[src/rtl/dm_pkg.sv]
// Shared DMI request/response definitions for the Debug Module side of the DMI link.
// Latency: n/a (types and constants only).
// Backpressure: n/a.
package dm;

    typedef enum logic [1:0] {
        DTM_NOP   = 2'd0,
        DTM_READ  = 2'd1,
        DTM_WRITE = 2'd2
    } dtm_op_e;

    localparam logic [1:0] DTM_SUCCESS = 2'd0;
    localparam logic [1:0] DTM_ERR     = 2'd2;
    localparam logic [1:0] DTM_BUSY    = 2'd3;

    typedef struct packed {
        logic [6:0]  addr;
        dtm_op_e     op;
        logic [31:0] data;
    } dmi_req_t;

    typedef struct packed {
        logic [31:0] data;
        logic [1:0]  resp;
    } dmi_resp_t;

endpackage

[src/rtl/dm_dmi_responder.sv]
// DMI responder: filters one DMI request at a time and runs a single-beat register access.
// Latency: filtered requests respond 1 cycle after acceptance, forwarded ones 2+ cycles (grant dependent).
// Backpressure: req ready only in Idle; response held until resp ready. DM_DMI_TIMEOUT_EN adds a grant timeout.
module dm_dmi_responder
    import dm::*;
#(
    parameter logic [6:0]  ADDR_LO        = 7'h04,
    parameter logic [6:0]  ADDR_HI        = 7'h40,
    parameter int unsigned TIMEOUT_CYCLES = 16
) (
    input  logic        clk_i,
    input  logic        rst_ni,
    input  logic        dmi_clear_i,
    input  dmi_req_t    dmi_req_i,
    input  logic        dmi_req_valid_i,
    output logic        dmi_req_ready_o,
    output dmi_resp_t   dmi_resp_o,
    output logic        dmi_resp_valid_o,
    input  logic        dmi_resp_ready_i,
    input  logic        dm_busy_i,
    output logic        reg_req_o,
    output logic        reg_we_o,
    output logic [6:0]  reg_addr_o,
    output logic [31:0] reg_wdata_o,
    input  logic        reg_gnt_i,
    input  logic [31:0] reg_rdata_i,
    input  logic        reg_err_i
);

    if (TIMEOUT_CYCLES < 1 || TIMEOUT_CYCLES > 255) begin : g_timeout_cycles_range
        $error("TIMEOUT_CYCLES must be within 1..255");
    end

    typedef enum logic [1:0] {
        Idle,
        Access,
        Respond
    } state_e;

    state_e    state_q, state_d;
    dmi_req_t  req_q, req_d;
    dmi_resp_t resp_q, resp_d;
    logic      accept;
    logic      out_of_range;

`ifdef DM_DMI_TIMEOUT_EN
    localparam logic [7:0] TimeoutLast = 8'(TIMEOUT_CYCLES - 1);
    logic [7:0] cnt_q, cnt_d;
`endif

    assign accept       = dmi_req_valid_i && !dmi_clear_i;
    assign out_of_range = (dmi_req_i.addr < ADDR_LO) || (dmi_req_i.addr > ADDR_HI);

    always_comb begin
        state_d = state_q;
        req_d   = req_q;
        resp_d  = resp_q;
`ifdef DM_DMI_TIMEOUT_EN
        cnt_d   = cnt_q;
`endif
        unique case (state_q)
            Idle: begin
                if (accept) begin
                    req_d   = dmi_req_i;
                    resp_d  = '0;
                    state_d = Respond;
                    // Decode priority: NOP, reserved op, address range, busy write.
                    if (dmi_req_i.op == DTM_NOP) begin
                        resp_d.resp = DTM_SUCCESS;
                    end else if (logic'(&dmi_req_i.op)) begin
                        resp_d.resp = DTM_ERR;
                    end else if (out_of_range) begin
                        resp_d.resp = DTM_ERR;
                    end else if (dmi_req_i.op == DTM_WRITE && dm_busy_i) begin
                        resp_d.resp = DTM_BUSY;
                    end else begin
                        state_d = Access;
`ifdef DM_DMI_TIMEOUT_EN
                        cnt_d   = '0;
`endif
                    end
                end
            end
            Access: begin
`ifdef DM_DMI_TIMEOUT_EN
                cnt_d = cnt_q + 8'd1;
`endif
                if (reg_gnt_i) begin
                    state_d     = Respond;
                    resp_d.resp = reg_err_i ? DTM_ERR : DTM_SUCCESS;
                    resp_d.data = (reg_err_i || req_q.op == DTM_WRITE) ? 32'h0 : reg_rdata_i;
                end
`ifdef DM_DMI_TIMEOUT_EN
                else if (cnt_q == TimeoutLast) begin
                    state_d     = Respond;
                    resp_d.resp = DTM_ERR;
                    resp_d.data = 32'hB051_B051;
                end
`endif
            end
            Respond: begin
                if (dmi_resp_ready_i) begin
                    state_d = Idle;
                end
            end
            default: state_d = Idle;
        endcase

        // Clear aborts everything in flight, including a pending response.
        if (dmi_clear_i) begin
            state_d = Idle;
            resp_d  = '0;
        end
    end

    always_ff @(posedge clk_i) begin
        if (!rst_ni) begin
            state_q <= Idle;
            req_q   <= '0;
            resp_q  <= '0;
`ifdef DM_DMI_TIMEOUT_EN
            cnt_q   <= '0;
`endif
        end else begin
            state_q <= state_d;
            req_q   <= req_d;
            resp_q  <= resp_d;
`ifdef DM_DMI_TIMEOUT_EN
            cnt_q   <= cnt_d;
`endif
        end
    end

    assign dmi_req_ready_o  = (state_q == Idle);
    assign dmi_resp_valid_o = (state_q == Respond);
    assign dmi_resp_o       = resp_q;
    assign reg_req_o        = (state_q == Access);
    assign reg_we_o         = (req_q.op == DTM_WRITE);
    assign reg_addr_o       = req_q.addr;
    assign reg_wdata_o      = req_q.data;

endmodule

[config.mk]
export PLATFORM = sky130hd
export DESIGN_NAME = dm_dmi_responder
export DESIGN_NICKNAME = d
export VERILOG_FILES = /design/src/rtl/dm_pkg.sv /design/src/rtl/dm_dmi_responder.sv
export SDC_FILE = /design/constraint.sdc
export NUM_CORES = 1
export LEC_CHECK = 0
export ABC_AREA = 1
export CORE_MARGIN = 4
export CORE_UTILIZATION = 45
export CTS_CLUSTER_SIZE = 40
export DETAILED_ROUTE_END_ITERATION = 10
export HOLD_SLACK_MARGIN = 0.03
export PLACE_DENSITY = 0.86
export SETUP_SLACK_MARGIN = 0.5
export SYNTH_ARGS = -nofsm -noshare
export SYNTH_HDL_FRONTEND = slang
export SYNTH_SLANG_ARGS = --single-unit
[constraint.sdc]
create_clock -name clk_i -period 2 [get_ports clk_i]
set_input_delay 0.3 -clock clk_i [delete_from_list [all_inputs] [get_ports clk_i]]
set_output_delay 0.3 -clock clk_i [all_outputs]
set_load 0.005 [all_outputs]
==> impl_metrics.env <==
# flow metrics
export IMPL_status="completed"
export IMPL_xor_share_pct=0
export IMPL_vdd_drop_max_uv=380
export IMPL_placedCellCount=620
export IMPL_hold_class="input port to register"
export IMPL_cp_num_buf_inv=2
export IMPL_numSynthFlops=77
export IMPL_synthTopCellsByArea="dfxtp_1 (45%), nor2_1 (12%), buf_4 (8.8%)"
export IMPL_critPathMaxStageDelay_ns=0.38
export IMPL_grt_pass1_wl_um=13700
export IMPL_synth_chip_area_um2=3430
export IMPL_antenna_left=0
export IMPL_yosysCellCount=419
export IMPL_p_leak_uw=0.00275
export IMPL_synthFlopType="dfxtp_1"
export IMPL_cp_data_arrival_time_ns=1.71
export IMPL_grt_overflow_total=0
export IMPL_synthMuxAreaShare_pct=0
export IMPL_ys_warn_count=0
export IMPL_aoi_share_pct=17.5
export IMPL_fin_crit_sh_pct=72.6
export IMPL_cp_slowest_cell="dfxtp_4"
export IMPL_p_per_area_nw_per_um2=720
export IMPL_routabilityCongestion=0.733
export IMPL_end_kind="register"
export IMPL_layout_area_comb_um2=1380
export IMPL_common_cells="nor2_1 (107), dfxtp_1 (77), o21ai_0 (56), buf_4 (40), nand2_1 (34)"
export IMPL_drt_iter0_drc=65
export IMPL_whs_ns=0.372
export IMPL_topCombFamilyByArea="simple AND/OR/NAND/NOR gates"
export IMPL_warnings=27
export IMPL_rsz0062_at_grt="false"
export IMPL_synthCells=419
export IMPL_crit_path_cell_trace="nor2_4 -> buf_4 -> o21ai_4 -> nand2_4 -> buf_4 -> nand2_1 -> a21boi_0"
export IMPL_slew_violations=0
export IMPL_grt_antenna_before_repair=0
export IMPL_h_tree_depth=3
export IMPL_yosys_area_top_type="dfxtp_1"
export IMPL_yosys_cell_count_top_type="nor2_1"
export IMPL_tightest_slew_ns=0.339
export IMPL_pin_count=158
export IMPL_async_flop_share_pct=0
export IMPL_total_power_uw=3700
export IMPL_grt_max_degree=43
export IMPL_areaGrowthSynthToFinish_pct=49.8
export IMPL_finalNonFillerCells=638
export IMPL_cts_root_buf="clkbuf_8"
export IMPL_cp_required_ns=2.25
area by class of cell:
class | instances | share of cell area, %
well taps | 99 | 2.41
repair buffers | 167 | 34.1
flip-flops and latches | 77 | 30.7
clock inverters | 3 | 1.27
multi-input cells | 264 | 26.8
clock buffers | 13 | 3.48
inverters | 15 | 1.24
state kept, by name (all words and copies together) (netlist names):
register	count
reg_wdata_o	32
req_q	2
state_q	2
dmi_resp_o	34
reg_addr_o	7
power by group:
group / internal (uW) / switching [uW] / total (uW)
clock: 838 / 536 / 1370
combinational: 357 / 305 / 661
sequential: 1620 / 42.4 / 1660
total: 2820 / 883 / 3700
routing by layer:
metal | global-route usage (%) | up-vias | wire length, um
met2 | 32.8 | 140 | 4100
met4 | 4.69 | 0 | 75
met1 | 21.9 | 1406 | 3770
met5 | 0 | - | 0
met3 | 8.92 | 8 | 982
li1 | - | 1540 | -
placed cells by master (no fill, tap or decap):
master,instances
nand2_2,1
nand2_4,1
dlymetal6s2s_1,46
bufinv_16,2
nand2_1,34
nor2_2,1
buf_4,8
o21ai_0,56
buf_12,2
nor2_4,3
nand3_1,6
inv_2,2
a21oi_1,20
nor2_1,104
nand3_2,16
clkbuf_8,13
dfxtp_2,21
clkdlybuf4s50_1,81
nor3_1,1
dfxtp_4,2
inv_8,1
a21oi_2,1
nand4_1,1
o21ai_4,1
clkdlybuf4s15_1,2
dlygate4sd2_1,28
a21boi_0,2
clkinv_2,1
inv_1,12
dfxtp_1,54
a21boi_2,16
path summary, 6_finish.rpt:
path	startpoint	end	slack, ns	cells after the start
setup reg to reg	state_q[0]	dmi_resp_o[6]	0.55	7
hold reg to reg	req_q[33]	req_q[33]	0.47	2
hold / removal	rst_ni	reg_wdata_o[5]	0.37	3
setup / recovery	state_q[0]	dmi_resp_o[6]	0.55	7
cells by family after synthesis:
logic type      after synthesis
compound gates               96
buf+inv                      78
flops                        77
simple gates                168
metrics by stage:
stage | utilization [%] | setup WS [ns]
after floorplan | - | 0.801
after global placement | 64.8 | 0.274
after detailed placement | 64.8 | 0.254
after CTS | 68.2 | 0.235
after global routing | 70.1 | 0.467
final | 70.1 | 0.547
what timing repair did:
item	in CTS	in global routing
hold buffers	0	0
pin swaps	1	0
gates resized	48	60
setup buffers	2	0
setup endpoints to repair	40	53
worst min-delay path: cells and delay by family:
family | cells | cell delay, ns
buffers and inverters | 1 | 0.22
AOI/OAI and AO/OA | 1 | 0.11
and+or+nand+nor | 1 | 0.04
==> images/class_map.png <==
Drawn at 3 px/um.
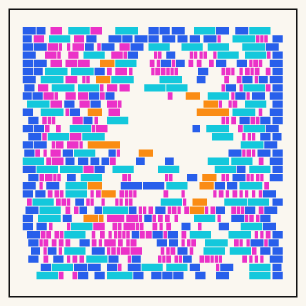
legend:
  registers:
    colour: cyan
    cells: 77
    share_of_their_area: 31%
  clock drivers and dummy loads:
    colour: orange
    cells: 16
    share_of_their_area: 4.9%
  remaining logic cells:
    colour: magenta
    cells: 279
    share_of_their_area: 29%
  remaining buffers and delay cells:
    colour: blue
    cells: 167
    share_of_their_area: 35%
sequential cell area share: 30.7%
CORE AREA: 7330 um^2
final core area utilization: 70.1%
Rows: 31

==> images/layers.png <==
Drawn at 3 px/um.
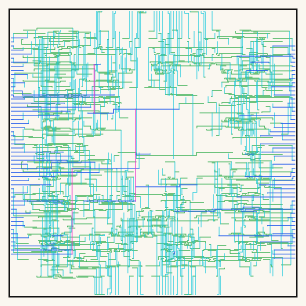
legend:
  M3:
    colour: blue
    wire_length: 983 um
  M2:
    colour: cyan
    wire_length: 4100 um
  M1:
    colour: green
    wire_length: 3770 um
  M4:
    colour: magenta
    wire_length: 75.5 um
DR vias: 3094
drt total wl: 8920 um
Wirelength per Cell: 14.0 um
global router's overall resource usage: 19.3%

==> images/util_map.png <==
Drawn at 4 px/um. The die is cut into 10 by 10 equal tiles; black is low, pale yellow is high, 0 to 100% covered.
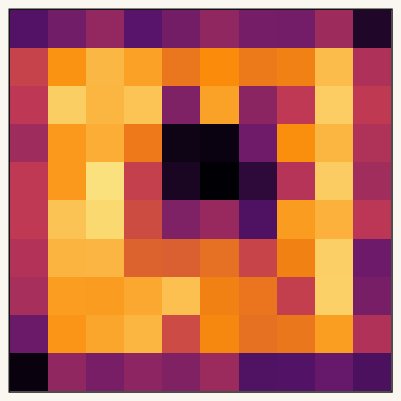
tiles over 75% full: 32%
mean over tiles: 55%
nearly empty tiles: 1.0%
densest ninth of the die: left middle
fp_density: 46.8%

==> images/pinout.png <==
Drawn at 4 px/um. Pins as bars across the die edge, other pins in grey.
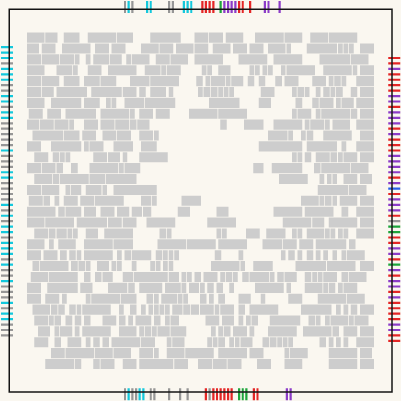
legend:
  `reg_addr_o`:
    colour: green
    pins: 7
    direction: output
    edge: 3 right, 3 bottom, 1 top
  `reg_wdata_o`:
    colour: purple
    pins: 32
    direction: output
    edge: 23 right, 7 top, 2 bottom
  `rst_ni`:
    colour: blue
    pins: 1
    direction: input
    edge: right
  `dmi_req_i`:
    colour: red
    pins: 41
    direction: input
    edge: 25 right, 9 bottom, 7 top
  `dmi_resp_o`:
    colour: cyan
    pins: 34
    direction: output
    edge: 25 left, 6 top, 3 bottom
Die Y: 95.3 um
IO Port Bufs: 157
Die W: 95.3 um

Power and IR drop assume default switching activity.
